## src/rtl/ring_counter_decoder.sv

```systemverilog
// Receive-side checker for a one-hot ring counter: decodes the sampled position,
// tracks rotation lock, and reports violations, an error count and start-position wraps.
module ring_counter_decoder #(
   parameter int WIDTH    = 8,
   parameter int LOCK_CNT = 3,
   parameter int DIR_LEFT = 1,
   parameter int ERRW     = 8
) (
   input  logic                     clk,
   input  logic                     init,
   input  logic                     en,
   input  logic [WIDTH-1:0]         ring_in,
   output logic [$clog2(WIDTH)-1:0] index,
   output logic                     index_valid,
   output logic                     locked,
   output logic                     err,
   output logic [ERRW-1:0]          err_count,
   output logic                     wrap
);

   localparam int IW = $clog2(WIDTH);
   localparam int GW = $clog2(LOCK_CNT + 1);
   localparam logic [GW-1:0] LAST_GOOD = GW'(LOCK_CNT - 1);
   localparam logic [WIDTH-1:0] START_POS =
      (DIR_LEFT != 0) ? WIDTH'(1) : {1'b1, {(WIDTH-1){1'b0}}};

   typedef enum logic [1:0] {HUNT, SYNC, LOCKED} state_t;

   state_t           state_q;
   logic [WIDTH-1:0] prev_q;
   logic [GW-1:0]    good_cnt_q;
   logic [IW-1:0]    index_q;
   logic             index_valid_q;
   logic             locked_q;
   logic             err_q;
   logic [ERRW-1:0]  err_count_q;
   logic             wrap_q;

   logic [WIDTH-1:0] rot_d;
   logic [IW-1:0]    pos_d;
   logic             onehot_d;
   logic             match_d;

   // Expected successor of the previous sample; wraps MSB<->bit0 for any WIDTH.
   generate
      for (genvar gi = 0; gi < WIDTH; gi++) begin : g_rot
         if (DIR_LEFT != 0) begin : g_left
            assign rot_d[gi] = prev_q[(gi + WIDTH - 1) % WIDTH];
         end else begin : g_right
            assign rot_d[gi] = prev_q[(gi + 1) % WIDTH];
         end
      end
   endgenerate

   always_comb begin
      onehot_d = (ring_in != '0) && ((ring_in & (ring_in - WIDTH'(1))) == '0);
      match_d  = (ring_in == rot_d);
      pos_d    = '0;
      for (int i = 0; i < WIDTH; i++) begin
         if (ring_in[i]) begin
            pos_d = pos_d | IW'(i);
         end
      end
   end

   always_ff @(posedge clk) begin
      if (init) begin
         state_q       <= HUNT;
         prev_q        <= '0;
         good_cnt_q    <= '0;
         index_q       <= '0;
         index_valid_q <= 1'b0;
         locked_q      <= 1'b0;
         err_q         <= 1'b0;
         err_count_q   <= '0;
         wrap_q        <= 1'b0;
      end else if (!en) begin
         err_q  <= 1'b0;
         wrap_q <= 1'b0;
      end else begin
         err_q         <= 1'b0;
         wrap_q        <= 1'b0;
         index_valid_q <= onehot_d;
         if (onehot_d) begin
            index_q <= pos_d;
         end
         case (state_q)
            HUNT: begin
               if (onehot_d) begin
                  prev_q     <= ring_in;
                  good_cnt_q <= '0;
                  state_q    <= SYNC;
               end
            end
            SYNC: begin
               if (match_d) begin
                  prev_q     <= ring_in;
                  good_cnt_q <= good_cnt_q + GW'(1);
                  if (good_cnt_q == LAST_GOOD) begin
                     state_q  <= LOCKED;
                     locked_q <= 1'b1;
                  end
               end else if (onehot_d) begin
                  prev_q     <= ring_in;
                  good_cnt_q <= '0;
               end else begin
                  state_q <= HUNT;
               end
            end
            LOCKED: begin
               if (match_d) begin
                  prev_q <= ring_in;
                  wrap_q <= (ring_in == START_POS);
               end else begin
                  err_q    <= 1'b1;
                  locked_q <= 1'b0;
                  if (err_count_q != '1) begin
                     err_count_q <= err_count_q + ERRW'(1);
                  end
                  if (onehot_d) begin
                     prev_q     <= ring_in;
                     good_cnt_q <= '0;
                     state_q    <= SYNC;
                  end else begin
                     state_q <= HUNT;
                  end
               end
            end
            default: begin
               state_q  <= HUNT;
               locked_q <= 1'b0;
            end
         endcase
      end
   end

   assign index       = index_q;
   assign index_valid = index_valid_q;
   assign locked      = locked_q;
   assign err         = err_q;
   assign err_count   = err_count_q;
   assign wrap        = wrap_q;

endmodule

```

## config.mk

```make
export PLATFORM = sky130hd
export DESIGN_NAME = ring_counter_decoder
export DESIGN_NICKNAME = d
export VERILOG_FILES = /design/src/rtl/ring_counter_decoder.sv
export SDC_FILE = /design/constraint.sdc
export NUM_CORES = 1
export LEC_CHECK = 0
export CAP_MARGIN = 0
export CORE_ASPECT_RATIO = 1.25
export CORE_MARGIN = 10
export CORE_UTILIZATION = 52
export DETAILED_ROUTE_END_ITERATION = 7
export GPL_TIMING_DRIVEN = 0
export PLACE_DENSITY = 0.79
export SYNTH_ARGS = -nofsm -noshare
export SYNTH_HDL_FRONTEND = slang
export SYNTH_SLANG_ARGS = --single-unit
```

## constraint.sdc

```tcl
create_clock -name clk -period 2.5 [get_ports clk]
set_input_delay 0.375 -clock clk [delete_from_list [all_inputs] [get_ports clk]]
set_output_delay 0.375 -clock clk [all_outputs]
set_load 0.05 [all_outputs]
```

**Run 1: the metal 2 layer**

(6 px per um)
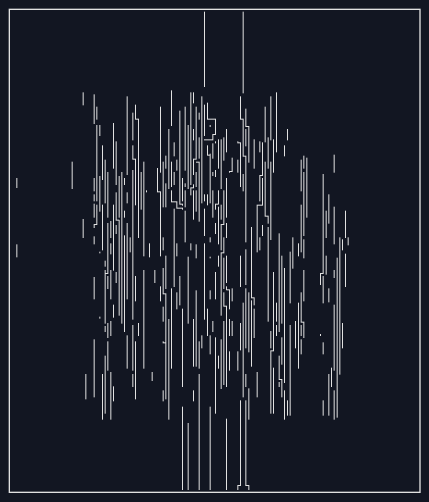
The wires run mostly vertical. 189 nets have wire on it. The longest straight run is 26.5 um.

**Run 1: routed metal, one colour a layer**

(3 px per um) Only two layers are drawn.
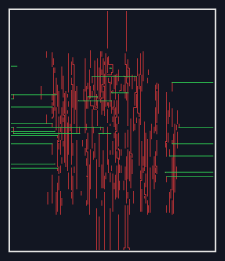
Red is metal 2, wire length 1,710 um. Green is metal 3, wire length 292 um.

==> flow report, run 1 <==
====================================================================================
Async SR Flop Fraction                                                             0
Result of the run                                                          completed
Wire length after detailed routing                                          3.384 mm
Top cells by count                                                      27 x sky130_fd_sc_hd__dfxtp_1, 19 x sky130_fd_sc_hd__nand2b_1, 19 x sky130_fd_sc_hd__nor2_1
Number of gates resized after cts                                                  0
IO Count                                                                          26
Largest fanout of any net on the critical path                                     7
Crit path depth                                                                    7
Master cell of the clock root buffer                                    sky130_fd_sc_hd__clkbuf_4
Drt pass-1 iters                                                                   4
Final total negative setup slack                                                0 ns
Power Density                                                           394.2 nW/um^2
Top cells by area, synth                                                sky130_fd_sc_hd__dfxtp_1 36%, sky130_fd_sc_hd__xnor2_1 8.7%, sky130_fd_sc_hd__mux2i_1 7.9%, sky130_fd_sc_hd__nand2b_1 7.9%, sky130_fd_sc_hd__ha_1 5.0%
Post-Route Hold Slack                                                      0.3810 ns
Drt initial violations                                                            70
Global router's overall resource usage                                        0.1412
Part of the power in the clock network                                         0.272
DP Worst Slack                                                            -0.2307 ns
Type of destination of the critical path                                        flop
Largest net degree at the start of global routing                                 15
Endpoint of the worst register-to-register path                           state_q[1]
Mux cell area share after synthesis                                          0.08692
Total internal power                                                     0.0005338 W
Top cell type by total area after synthesis                             sky130_fd_sc_hd__dfxtp_1
Delay of the slowest cell on the worst path                                  0.58 ns
CP Capture Point                                                          state_q[1]
Instance tally after logic synthesis                                             169
Top power consumer group                                                   registers
Seq. pwr                                                                  0.000434 W
Number of buffers inserted for hold repair after clock tree synthesis              0
Vert. Die Dim                                                               80.28 um
Final std cell area, no fill                                               1812 um^2
Portion of total power attributed to sequential cells                          0.608
Final hold violation count                                                         0
Basic Gates by Area                                                           0.2914
Nets                                                                             214
Portion of synthesized cell area occupied by the leading cell type            0.3576
# diodes                                                                           0
Family of cells with the greatest summed delay on the critical path     simple AND/OR/NAND/NOR gates
====================================================================================
**Run 1: placed standard cells**

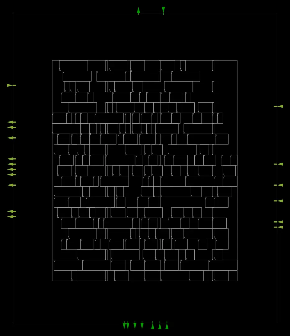
Cell Count, Final, Fillers Out: 230
fraction of the core area covered by cells at the end of the flow: 0.6630

**Run 1: wires at chosen ports, followed through buffers**

(3 px per um)
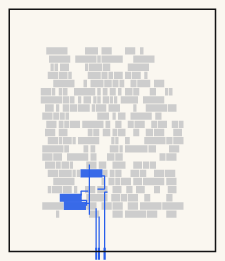
Blue is index, bits 3, direction output, edge south, end cells 3, wire 77.8 um.

[run 1: routing by layer]
metal,part of all wire,GRT usage,routed length [um],up-vias
li1,-,-,-,643
met1,0.39,0.1560,1336,604
met2,0.51,0.2388,1713,31
met3,0.086,0.05278,292,4
met4,0.012,0.04839,42,0
met5,0,0,0,-
[run 1: area by class of cell]
class / instances / area, um^2 / share of cell area
buffer: 6 / 25.02 / 0.01381
sequential: 27 / 540.5 / 0.2983
multi-input combinational: 132 / 932.1 / 0.5145
inverter: 4 / 15.01 / 0.008287
clock buffer: 4 / 26.28 / 0.01450
timing repair buffer: 23 / 230.2 / 0.1271
tap: 34 / 42.54 / 0.02348
[run 1: cell families after synthesis]
kind of cell / count (synthesis)
simple gates: 79
flops: 27
compound gates: 18
xor+xnor: 16
mux: 13
buf+inv: 10
fa+ha+maj: 6
**Run 1: pin placement**

(6 px per um) Pins as bars across the die edge, other pins in grey.
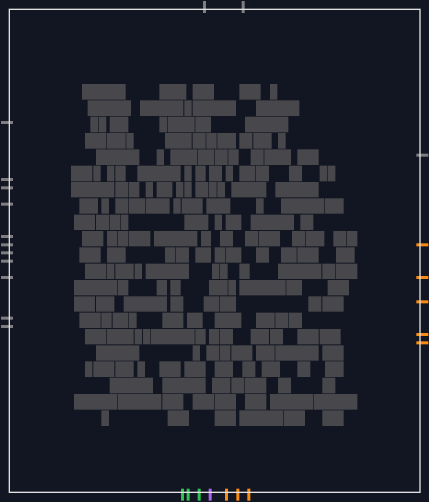

## Run 2: what changed since run 1
GPL_TIMING_DRIVEN = unset   (was 0)
**Run 2: pin placement**

(6 px per um) Pins as bars across the die edge, other pins in grey.
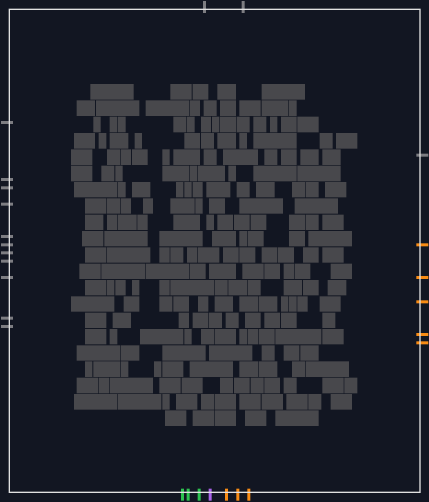
Green is index, pins 3, direction output, edge south. Purple is wrap, pins 1, direction output, edge south. Orange is ring_in, pins 8, direction input, edge 5 east, 3 south.
All pins by edge: 11 west, 7 south, 6 east, 2 north.

==> run 2 against run 1 <==
- synthesized area is the same
- count of clock-buffer cells in the layout is 1 lower
- clock skew rose by 0.0036 ns
- register-to-register slack gained 0.02 ns
- via count increased by 3.2%
- clock power rose by 8%
- core utilization up 6.0 points
- non-clock buffer count grew 16
- critical path depth unchanged
- flip-flop count unchanged
- final area up 9.0%
- final cell count rose by 7.0%
==> flow report, run 2 <==
====================================================================================
Crit path depth                                                                    7   unchanged
Result of the run                                                          completed
Horizontal extent of the die                                                68.22 um
Family of cells with the greatest summed delay on the critical path     simple AND/OR/NAND/NOR gates
Die footprint                                                              5476 um^2
Setup Fix Bufs, Post-CTS                                                           0
Number of storage elements in the synthesis netlist                               27
Final std cell area, no fill                                               1974 um^2   +9.0%
Final slew viol count                                                              0
IO Count                                                                          26   unchanged
Largest net degree at the start of global routing                                 23   +8
Core utilization at floorplan                                                 0.5531
Clock Path Buffers                                                                 2
Count of cell types in the netlist                                                41
Vert. Die Dim                                                               80.28 um   unchanged
Buffers & Inverters on Critical Path                                               1
Delay of the slowest cell on the worst path                                  0.64 ns   +0.06 ns
DP Worst Slack                                                            -0.1027 ns   +0.1280 ns
# diodes                                                                           0   unchanged
Core Area                                                                  2733 um^2
Final total negative setup slack                                                0 ns   unchanged
Post-Route Hold Slack                                                      0.4730 ns   +0.09203 ns
Count of flip-flops with a built-in enable after synthesis                         0
Wire length after detailed routing                                          3.678 mm   +8.7%
Type of destination of the critical path                                        flop
CP Capture Point                                                          state_q[1]
Final hold violation count                                                         0   unchanged
Cell Count, Final, Fillers Out                                                   246   +7.0%
Drt pass-1 iters                                                                   4   unchanged
Number of buffers inserted for hold repair after clock tree synthesis              0   unchanged
Largest fanout of any net on the critical path                                     6   -1
Instance tally after logic synthesis                                             169   unchanged
Fraction of the core area covered by cells at the end of the flow             0.7225   +0.05952
Global router's overall resource usage                                        0.1456   +0.004403
Number of gates resized after cts                                                  0   unchanged
Portion of synthesized cell area occupied by the leading cell type            0.3576   unchanged
Number of antenna violations at the first check in global routing                  0
Async SR Flop Fraction                                                             0   unchanged
Total CTS buffers                                                                  3
Master cell of the clock root buffer                                    sky130_fd_sc_hd__clkbuf_4
Mux cell area share after synthesis                                          0.08692   unchanged
Top cells by count                                                      27 x sky130_fd_sc_hd__dfxtp_1, 19 x sky130_fd_sc_hd__nand2b_1, 19 x sky130_fd_sc_hd__nor2_1
Drt initial violations                                                            50   -29%
Basic Gates by Area                                                           0.2914   unchanged
Endpoint of the worst register-to-register path                           state_q[1]
Global-route wire length before repair                                      6.348 mm
Top cell type by total area after synthesis                             sky130_fd_sc_hd__dfxtp_1
Worst reg2reg path depth                                                           8
Top cells by area, synth                                                sky130_fd_sc_hd__dfxtp_1 36%, sky130_fd_sc_hd__xnor2_1 8.7%, sky130_fd_sc_hd__mux2i_1 7.9%, sky130_fd_sc_hd__nand2b_1 7.9%, sky130_fd_sc_hd__ha_1 5.0%
Nets                                                                             230   +7.5%
Power Density                                                           380.6 nW/um^2   -3.5%
====================================================================================
## run 2: per-layer routing
layer,global-route usage,part of all wire,vias up
li1,-,-,673
met1,0.1528,0.39,614
met2,0.2547,0.52,29
met3,0.05694,0.076,7
met4,0.04839,0.016,0
met5,0,0,-
## run 2: area by class of cell
type / count / area (um^2)
clock buffer: 3 / 22.52
clock inverter: 1 / 8.758
fill: 225 / 758.2
inverter: 4 / 15.01
multi-input combinational: 132 / 932.1
sequential: 27 / 540.5
tap: 34 / 42.54
timing repair buffer: 45 / 412.9
## run 2: power by group
group | switching, W | total [W] | internal [W]
logic | 0.0000513 | 0.000106 | 0.0000552
clock network | 0.000145 | 0.000210 | 0.0000656
registers | 0.00000157 | 0.000435 | 0.000433
total | 0.000198 | 0.000751 | 0.000554
Power figures rest on the tool's default switching activity, not on a simulated workload.
